Fig. 1: run 1, track usage over the die
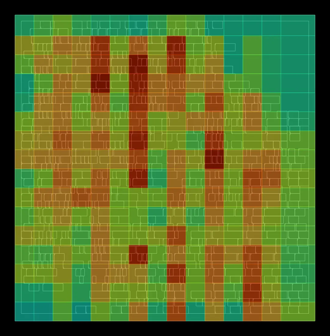
Fig. 2: run 1, floorplan with the power grid
Scale bar: 20 um. Pins as bars on the die edge.
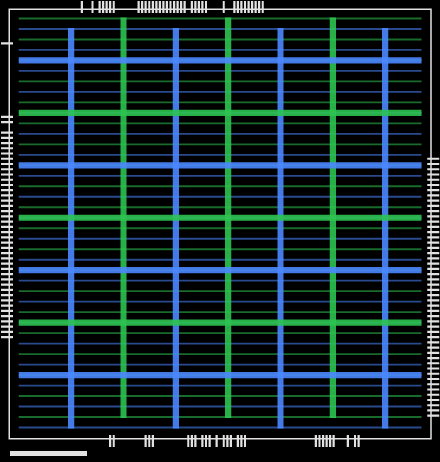
Fig. 3: run 1, nets reached from selected ports
Scale bar: 20 um.
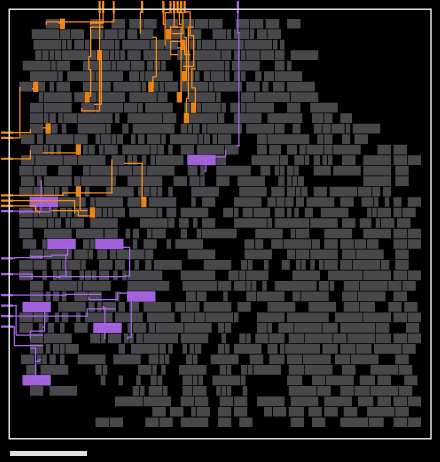
===== src/rtl/fric_client_master_arb.sv =====
// Two-requester front end for one shared FRIC master: a one-deep slot per requester,
// alternating grant when both wait, and read-response routing with an abort timer.
module fric_client_master_arb #(
    parameter logic [7:0] RD_TIMEOUT = 8'd255
) (
    input  logic        clk,
    input  logic        rst,
    input  logic [3:0]  r0_type,
    input  logic [3:0]  r0_port,
    input  logic [7:0]  r0_addr,
    input  logic [15:0] r0_wdat,
    input  logic        r0_tstb,
    output logic        r0_trdy,
    output logic        r0_rstb,
    output logic [15:0] r0_rdat,
    input  logic [3:0]  r1_type,
    input  logic [3:0]  r1_port,
    input  logic [7:0]  r1_addr,
    input  logic [15:0] r1_wdat,
    input  logic        r1_tstb,
    output logic        r1_trdy,
    output logic        r1_rstb,
    output logic [15:0] r1_rdat,
    output logic [3:0]  master_type,
    output logic [3:0]  master_port,
    output logic [7:0]  master_addr,
    output logic [15:0] master_wdat,
    output logic        master_tstb,
    input  logic        master_trdy,
    input  logic        master_rstb,
    input  logic [15:0] master_rdat,
    output logic        rd_timeout
);

    localparam logic [1:0]  ST_IDLE      = 2'd0;
    localparam logic [1:0]  ST_ISSUE     = 2'd1;
    localparam logic [1:0]  ST_WAIT_RD   = 2'd2;
    localparam logic [3:0]  TYPE_READ    = 4'h1;
    localparam logic [15:0] TIMEOUT_DATA = 16'hDEAD;
    localparam logic [7:0]  TIMER_MAX    = 8'hFF;

    logic [1:0]        state_q,      state_d;
    logic              last_grant_q, last_grant_d;
    logic [7:0]        timer_q,      timer_d;

    logic [1:0]        slot_valid_q, slot_valid_d;
    logic [1:0][3:0]   slot_type_q,  slot_type_d;
    logic [1:0][3:0]   slot_port_q,  slot_port_d;
    logic [1:0][7:0]   slot_addr_q,  slot_addr_d;
    logic [1:0][15:0]  slot_wdat_q,  slot_wdat_d;

    logic [3:0]        master_type_q, master_type_d;
    logic [3:0]        master_port_q, master_port_d;
    logic [7:0]        master_addr_q, master_addr_d;
    logic [15:0]       master_wdat_q, master_wdat_d;
    logic              master_tstb_q, master_tstb_d;

    logic              r0_rstb_q,    r0_rstb_d;
    logic              r1_rstb_q,    r1_rstb_d;
    logic [15:0]       r0_rdat_q,    r0_rdat_d;
    logic [15:0]       r1_rdat_q,    r1_rdat_d;
    logic              rd_timeout_q, rd_timeout_d;

    logic              gnt_sel;
    logic              rsp_valid;
    logic [15:0]       rsp_data;

    // Slot capture, arbitration, issue sequencing and response routing.
    always_comb begin
        state_d       = state_q;
        last_grant_d  = last_grant_q;
        timer_d       = timer_q;
        slot_valid_d  = slot_valid_q;
        slot_type_d   = slot_type_q;
        slot_port_d   = slot_port_q;
        slot_addr_d   = slot_addr_q;
        slot_wdat_d   = slot_wdat_q;
        master_type_d = master_type_q;
        master_port_d = master_port_q;
        master_addr_d = master_addr_q;
        master_wdat_d = master_wdat_q;
        master_tstb_d = 1'b0;
        r0_rstb_d     = 1'b0;
        r1_rstb_d     = 1'b0;
        r0_rdat_d     = r0_rdat_q;
        r1_rdat_d     = r1_rdat_q;
        rd_timeout_d  = 1'b0;
        rsp_valid     = 1'b0;
        rsp_data      = 16'h0000;
        // Both waiting: favour whoever was not served last; otherwise the only one.
        gnt_sel       = (&slot_valid_q) ? ~last_grant_q : slot_valid_q[1];

        if (r0_tstb && !slot_valid_q[0]) begin
            slot_valid_d[0] = 1'b1;
            slot_type_d[0]  = r0_type;
            slot_port_d[0]  = r0_port;
            slot_addr_d[0]  = r0_addr;
            slot_wdat_d[0]  = r0_wdat;
        end
        if (r1_tstb && !slot_valid_q[1]) begin
            slot_valid_d[1] = 1'b1;
            slot_type_d[1]  = r1_type;
            slot_port_d[1]  = r1_port;
            slot_addr_d[1]  = r1_addr;
            slot_wdat_d[1]  = r1_wdat;
        end

        case (state_q)
            ST_IDLE: begin
                if (master_trdy && (|slot_valid_q)) begin
                    master_type_d         = slot_type_q[gnt_sel];
                    master_port_d         = slot_port_q[gnt_sel];
                    master_addr_d         = slot_addr_q[gnt_sel];
                    master_wdat_d         = slot_wdat_q[gnt_sel];
                    master_tstb_d         = 1'b1;
                    slot_valid_d[gnt_sel] = 1'b0;
                    last_grant_d          = gnt_sel;
                    state_d               = ST_ISSUE;
                end
            end
            ST_ISSUE: begin
                if (master_type_q == TYPE_READ) begin
                    timer_d = 8'd0;
                    state_d = ST_WAIT_RD;
                end else begin
                    state_d = ST_IDLE;
                end
            end
            ST_WAIT_RD: begin
                // A real response beats a simultaneous timeout.
                if (master_rstb) begin
                    rsp_valid = 1'b1;
                    rsp_data  = master_rdat;
                end else if (timer_q == RD_TIMEOUT) begin
                    rsp_valid    = 1'b1;
                    rsp_data     = TIMEOUT_DATA;
                    rd_timeout_d = 1'b1;
                end else begin
                    timer_d = timer_q + 8'(timer_q != TIMER_MAX);
                end
                if (rsp_valid) begin
                    state_d = ST_IDLE;
                    if (last_grant_q) begin
                        r1_rstb_d = 1'b1;
                        r1_rdat_d = rsp_data;
                    end else begin
                        r0_rstb_d = 1'b1;
                        r0_rdat_d = rsp_data;
                    end
                end
            end
            default: state_d = ST_IDLE;
        endcase
    end

    always_ff @(posedge clk) begin
        if (rst) begin
            state_q       <= ST_IDLE;
            last_grant_q  <= 1'b1;
            timer_q       <= 8'd0;
            slot_valid_q  <= 2'b00;
            slot_type_q   <= '0;
            slot_port_q   <= '0;
            slot_addr_q   <= '0;
            slot_wdat_q   <= '0;
            master_type_q <= 4'h0;
            master_port_q <= 4'h0;
            master_addr_q <= 8'h00;
            master_wdat_q <= 16'h0000;
            master_tstb_q <= 1'b0;
            r0_rstb_q     <= 1'b0;
            r1_rstb_q     <= 1'b0;
            r0_rdat_q     <= 16'h0000;
            r1_rdat_q     <= 16'h0000;
            rd_timeout_q  <= 1'b0;
        end else begin
            state_q       <= state_d;
            last_grant_q  <= last_grant_d;
            timer_q       <= timer_d;
            slot_valid_q  <= slot_valid_d;
            slot_type_q   <= slot_type_d;
            slot_port_q   <= slot_port_d;
            slot_addr_q   <= slot_addr_d;
            slot_wdat_q   <= slot_wdat_d;
            master_type_q <= master_type_d;
            master_port_q <= master_port_d;
            master_addr_q <= master_addr_d;
            master_wdat_q <= master_wdat_d;
            master_tstb_q <= master_tstb_d;
            r0_rstb_q     <= r0_rstb_d;
            r1_rstb_q     <= r1_rstb_d;
            r0_rdat_q     <= r0_rdat_d;
            r1_rdat_q     <= r1_rdat_d;
            rd_timeout_q  <= rd_timeout_d;
        end
    end

    assign r0_trdy     = ~slot_valid_q[0];
    assign r1_trdy     = ~slot_valid_q[1];
    assign r0_rstb     = r0_rstb_q;
    assign r1_rstb     = r1_rstb_q;
    assign r0_rdat     = r0_rdat_q;
    assign r1_rdat     = r1_rdat_q;
    assign master_type = master_type_q;
    assign master_port = master_port_q;
    assign master_addr = master_addr_q;
    assign master_wdat = master_wdat_q;
    assign master_tstb = master_tstb_q;
    assign rd_timeout  = rd_timeout_q;

endmodule


===== config.mk =====
export PLATFORM = sky130hd
export DESIGN_NAME = fric_client_master_arb
export DESIGN_NICKNAME = d
export VERILOG_FILES = /design/src/rtl/fric_client_master_arb.sv
export SDC_FILE = /design/constraint.sdc
export NUM_CORES = 1
export LEC_CHECK = 0
export CORE_AREA = 2 2 107 109
export DETAILED_ROUTE_END_ITERATION = 10
export DIE_AREA = 0 0 109 111
export PLACE_DENSITY = 0.84
export SYNTH_ARGS = -nofsm -noshare
export SYNTH_HDL_FRONTEND = slang
export SYNTH_SLANG_ARGS = --single-unit

===== constraint.sdc =====
create_clock -name clk -period 2.8 [get_ports clk]
set_input_delay 0.28 -clock clk [delete_from_list [all_inputs] [get_ports clk]]
set_output_delay 0.28 -clock clk [all_outputs]
set_load 0.03 [all_outputs]

==> changes_impl.md, run 1 <==
## Implementation

* Sequential share of power at 42.0%
* Largest net degree at the start of global routing at 70
* Final Wtd Congestion at 0.877
* Async S/R FF share, synth at 0%
* Max Cap Viol at 0
* Post-route DRC at 0
* Max_slew headroom at 57.8%
* Clock Path Buffers at 2
* RSZ-0062 raised after global routing: no
* Gr usage total at 24.3%
* Tool warnings at 26
* CTS Buf Count at 17
* Critical path startpoint category: flip-flop
* Adder share at 0.456%
* Worst skew pair latency at 0.41 ns
* H-tree levels at 4
* Sw frac at 23.6%
* CTS tree: yes
* Yosys aoi share at 19.2%
* First-pass GRT wire length at 23.3 mm
* Initial antenna violation count at 0
* Post-CTS Setup Bufs at 0
* Top-area cell share at 52.8%
* Seq/Total Area, Yosys at 52.8%
* Critical Path Fanout Max at 7
* Outcome: finished, final reports clean
* WL/cell at 15.9 um
* #FFs+latches synth at 145
* Achievable clock frequency at 0.440 GHz
* Logic pwr share at 12.6%
* Final period util at 81.1%
* Antenna-violating nets left at 0
* Worst setup path class: reg -> reg
* Clk pwr share at 45.4%
* Dpl ws at 0.577 ns
* Final setup margin at 0.528 ns
About Fig. 1:
met1 usage: 29.8%
met2 GRT Util: 40.5%

About Fig. 2:
[blue] VSS
[green] VDD
met4 straps: 7
signal pins: 156
met1 rails: 40
met5 straps: 7
rows: 39
core area: 11100 sq um
Worst VDD drop: 0.440 mV
DIE WIDTH: 109 um

About Fig. 3:
[orange] r0_wdat | bits: 16 | direction: input | end cells: 16 | buffers: 16 | wire: 395 um
[purple] master_addr | bits: 8 | direction: output | end cells: 8 | buffers: 8 | wire: 300 um
Top Ports: 156
Port Buf Inserts: 155

-- run 1: cell usage in the layout (no fill, tap or decap), types with 7 or more instances in the layout --
cell / count
inv_1: 8
nand3_1: 7
a21oi_1: 65
clkbuf_16: 17
nor2_1: 37
nand2_1: 145
mux2i_1: 32
dfxtp_1: 145
o221a_2: 16
clkdlybuf4s50_1: 154
buf_4: 8
a211oi_1: 33
and3_1: 9
-- run 1: path summary, 6_finish.rpt --
| check | start | endpoint | slack [ns] | cells past startpoint |
|---|---|---|---|---|
| max | timer_q[2]$_SDFFE_PP0P_ | timer_q[6]$_SDFFE_PP0P_ | 0.53 | 8 |
| min | rst | r0_rstb$_SDFF_PP0_ | 0.11 | 2 |
| max reg2reg | timer_q[2]$_SDFFE_PP0P_ | timer_q[6]$_SDFFE_PP0P_ | 0.53 | 8 |
| min reg2reg | slot_wdat_q[20]$_SDFFE_PP0P_ | slot_wdat_q[20]$_SDFFE_PP0P_ | 0.45 | 2 |
-- run 1: logic make-up (layout without fill, tap and decap cells) --
family          after synthesis  count (layout)
fa+ha+maj                     2               2
compound gates              147             147
buf+inv                      55             202
flops                       145             145
mux                          32              32
simple gates                222             222
-- run 1: layout make-up --
type,count,area [sq um]
sequential,145,2900
inverter,8,30.0
multi-input combinational,403,2360
fill,840,3330
clock inverter,11,188
clock buffer,19,443
tap,143,179
timing repair buffer,164,1640
-- run 1: power groups by stage --
stage	registers, mW	logic [mW]	clock network (mW)
2_1_floorplan	2.35	0.286	0
3_3_place_gp	2.27	0.659	0
3_5_place_dp	2.28	0.670	0
4_1_cts	2.24	0.674	2.44
5_1_grt	2.25	0.726	2.54
6_report	2.24	0.671	2.42
-- run 1: synthesized netlist by cell type, types with 5 or more instances --
cell type  instances
dfxtp_1          145
nand2_1          145
a21oi_1           65
nor2_1            37
a211oi_1          33
mux2i_1           32
clkbuf_1          30
o221a_2           16
and3_1             9
inv_1              8
nand3_1            7
and2_1             6
buf_1              6
buf_2              6
o221a_1            6
o2bb2ai_1          6
a32o_1             5
nor2b_1            5
-- run 1: registers in the layout, summed over array words and instances (netlist names), 8 cells and up --
name,flops
slot_addr_q,16
timer_q,8
slot_port_q,8
slot_wdat_q,32
slot_type_q,8
master_addr,8
r0_rdat,16
r1_rdat,16
master_wdat,16
-- run 1: stage by stage --
step	instances	util [%]	power, mW	cell area (sq um)
after floorplan	603	-	2.64	5490
after global placement	863	64.2	2.93	7120
after detailed placement	863	64.2	2.95	7120
after CTS	893	69.9	5.35	7750
after global routing	893	69.9	5.51	7750
final	893	69.9	5.32	7750
-- run 1: worst max-delay path, stage by stage, from the launching register on --
cell     delay [ns]
dfxtp_1        0.43
nand3_1        0.13
nor3_1         0.52
inv_1          0.13
ha_1           0.24
ha_1           0.25
nand3_1        0.12
nor4_1         0.05
a211o_1        0.28
-- run 1: routing by layer --
metal | part of all wire [%] | global-route usage, % | vias to the layer above
met5 | 0 | 0 | -
met4 | 1.5 | 7.18 | 0
met3 | 8.1 | 7.82 | 20
met2 | 49 | 40.5 | 192
met1 | 42 | 29.8 | 2310
li1 | - | - | 2384
==> run 2, diff against run 1 <==
--- a/config.mk
+++ b/config.mk
@@ -5,10 +5,10 @@
 export SDC_FILE = /design/constraint.sdc
 export NUM_CORES = 1
 export LEC_CHECK = 0
-export CORE_AREA = 2 2 107 109
+export CORE_AREA = 2 2 112 114
 export DETAILED_ROUTE_END_ITERATION = 10
-export DIE_AREA = 0 0 109 111
-export PLACE_DENSITY = 0.84
+export DIE_AREA = 0 0 114 116
+export PLACE_DENSITY = 0.77
 export SYNTH_ARGS = -nofsm -noshare
 export SYNTH_HDL_FRONTEND = slang
 export SYNTH_SLANG_ARGS = --single-unit
==> constraint.sdc (replaced) <==
create_clock -name clk -period 2.4 [get_ports clk]
set_input_delay 0.24 -clock clk [delete_from_list [all_inputs] [get_ports clk]]
set_output_delay 0.24 -clock clk [all_outputs]
set_load 0.03 [all_outputs]
Fig. 4: run 2, nets reached from selected ports
Scale bar: 20 um.
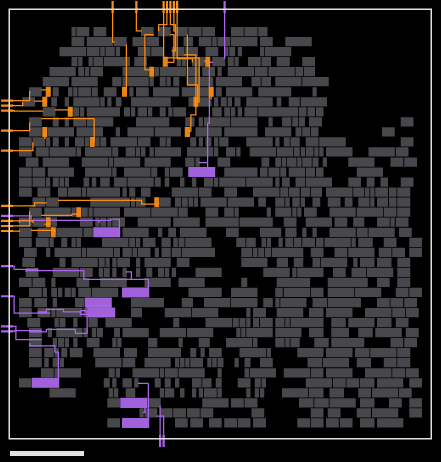
[purple] master_addr | bits: 8 | direction: output | end cells: 8 | buffers: 8 | wire: 277 um
[orange] r0_wdat | bits: 16 | direction: input | end cells: 16 | buffers: 16 | wire: 329 um

==> changes_impl.md, run 2 <==
## Implementation

* Outcome: finished, final reports clean (unchanged)
* Final Cell Area at 7800 sq um (was 7750 sq um)
* Critical Path Fanout Max at 6 (was 7)
* Most used cell, CP: ha_1
* Sw frac at 24.8% (was 23.6%)
* Cell Area, Placed at 7150 sq um (was 7120 sq um)
* # fillers at 945 (was 840)
* Logic pwr share at 12.8% (was 12.6%)
* H-tree levels at 4 (unchanged)
* CP delay by family, top: simple AND/OR/NAND/NOR gates (unchanged)
* DIE WIDTH at 114 um (was 109 um)
* #FFs+latches synth at 145 (unchanged)
* Seq/Total Area, Yosys at 52.8% (unchanged)
* Multi-input logic area at 2360 sq um (unchanged)
* Worst skew pair latency at 0.41 ns (about the same)
* Gr usage total at 22.1% (was 24.3%)
* CTS Buf Count at 17 (unchanged)
* Top post-synthesis cells by count: dfxtp_1, nand2_1, a21oi_1 (unchanged)
* Worst VDD drop at 0.440 mV (about the same)
* Max_slew headroom at 55.4% (was 57.8%)
* CTS tree: yes (unchanged)
* Biggest register: slot_wdat_q (unchanged)
* Worst setup path class: reg -> reg (unchanged)
* First-pass GRT wire length at 23.3 mm (about the same)
* Post-route DRC at 0 (unchanged)
* Async S/R FF share, synth at 0% (unchanged)
* Reg area at 2900 sq um (unchanged)
* Crit path cell chain: nand4_1, nor3_1, buf_4, inv_1, ha_1, ha_1, nand3_1, nor4_1, a211o_1 (was nand3_1, nor3_1, inv_1, ha_1, ha_1, nand3_1, nor4_1, a211o_1)
* CP max-delay cell: dfxtp_1 (was nor3_1)
* Clk pwr share at 45.3% (was 45.4%)
* Top-area cell share at 52.8% (unchanged)
* Final Wtd Congestion at 0.857 (was 0.877)
* R2R setup slack at 0.33 ns (was 0.53 ns)
* Final period util at 86.2% (was 81.1%)
* Max reg flops at 32 (unchanged)
* Worst r2r dst: timer_q[6]$_SDFFE_PP0P_ (unchanged)
* Inst Count DP at 868 (was 863)
* Achievable clock frequency at 0.483 GHz (was 0.440 GHz)
* Top logic cell by instance count in the layout: clkdlybuf4s50_1 (unchanged)
* Sequential share of power at 41.9% (was 42.0%)
* Final std cells w/o fill at 901 (was 893)
* Dpl ws at 0.271 ns (was 0.577 ns)
* R2r worst-path depth at 9 (was 8)
* RR Startpoint: timer_q[5]$_SDFFE_PP0P_ (was timer_q[2]$_SDFFE_PP0P_)
[run 2: cell types whose count changed in the layout (fill, tap and decap cells not counted), sizes merged]
cell      change
clkbuf        -1
clkinvlp      +2
diode         +1
bufinv        -1
inv           +4
buf           +1
clkinv        -2
[run 2: cell families (layout without fill, tap and decap cells)]
logic type | after synthesis | count (layout)
simple gates | 222 | 222
fa+ha+maj | 2 | 2
buf+inv | 55 | 205
other cells | 0 | 1
flops | 145 | 145
mux | 32 | 32
compound gates | 147 | 147
[run 2: cell type report]
class	instances	area share, %
Antenna cell	1	0.0321
Clock inverter	14	2.58
Tap cell	147	2.36
Multi-Input combinational cell	403	30.3
Clock buffer	18	5.63
Timing Repair Buffer	165	21.5
Inverter	8	0.385
Sequential cell	145	37.2
[run 2: layer usage]
layer	vias up	track usage [%]	wire length [um]
met5	-	0	0
met4	0	6.42	136
met3	13	5.75	912
met2	195	38.7	7230
met1	2303	27.1	6460
li1	2380	-	-
[run 2: power by group through the flow]
stage	logic, mW	clock network [mW]	registers [mW]
6_report	0.794	2.82	2.61
5_1_grt	0.856	2.97	2.62
4_1_cts	0.797	2.85	2.61
3_5_place_dp	0.791	0	2.66
3_3_place_gp	0.778	0	2.65
2_1_floorplan	0.334	0	2.74
[run 2: worst min path at each step]
stage | slack [ns] | startpoint | endpoint
after floorplan | 0.35 | r1_tstb | slot_valid_q[1]$_SDFF_PP0_
after global placement | 0.44 | r1_rdat[8]$_SDFFE_PP0P_ | r1_rdat[8]$_SDFFE_PP0P_
after detailed placement | 0.45 | slot_wdat_q[10]$_SDFFE_PP0P_ | slot_wdat_q[10]$_SDFFE_PP0P_
after CTS | 0.24 | rst | r0_rstb$_SDFF_PP0_
after global routing | 0.26 | rst | r0_rstb$_SDFF_PP0_
final | 0.27 | rst | r0_rstb$_SDFF_PP0_
[run 2: worst reg2reg max path, cell delays in order, from the launching register on]
cell and delay, ns:
dfxtp_1 0.42, nand4_1 0.19, nor3_1 0.20, buf_4 0.17, inv_1 0.06, ha_1 0.21, ha_1 0.25, nand3_1 0.13
nor4_1 0.05, a211o_1 0.27
[run 2: through the flow]
| step | total power [mW] | hold WS [ns] |
|---|---|---|
| detailed placement | 3.45 | 0.446 |
| global placement | 3.43 | 0.441 |
| CTS | 6.26 | 0.242 |
| finish | 6.23 | 0.267 |
| global route | 6.45 | 0.260 |
| floorplan | 3.08 | 0.350 |
Power and IR drop assume default switching activity.
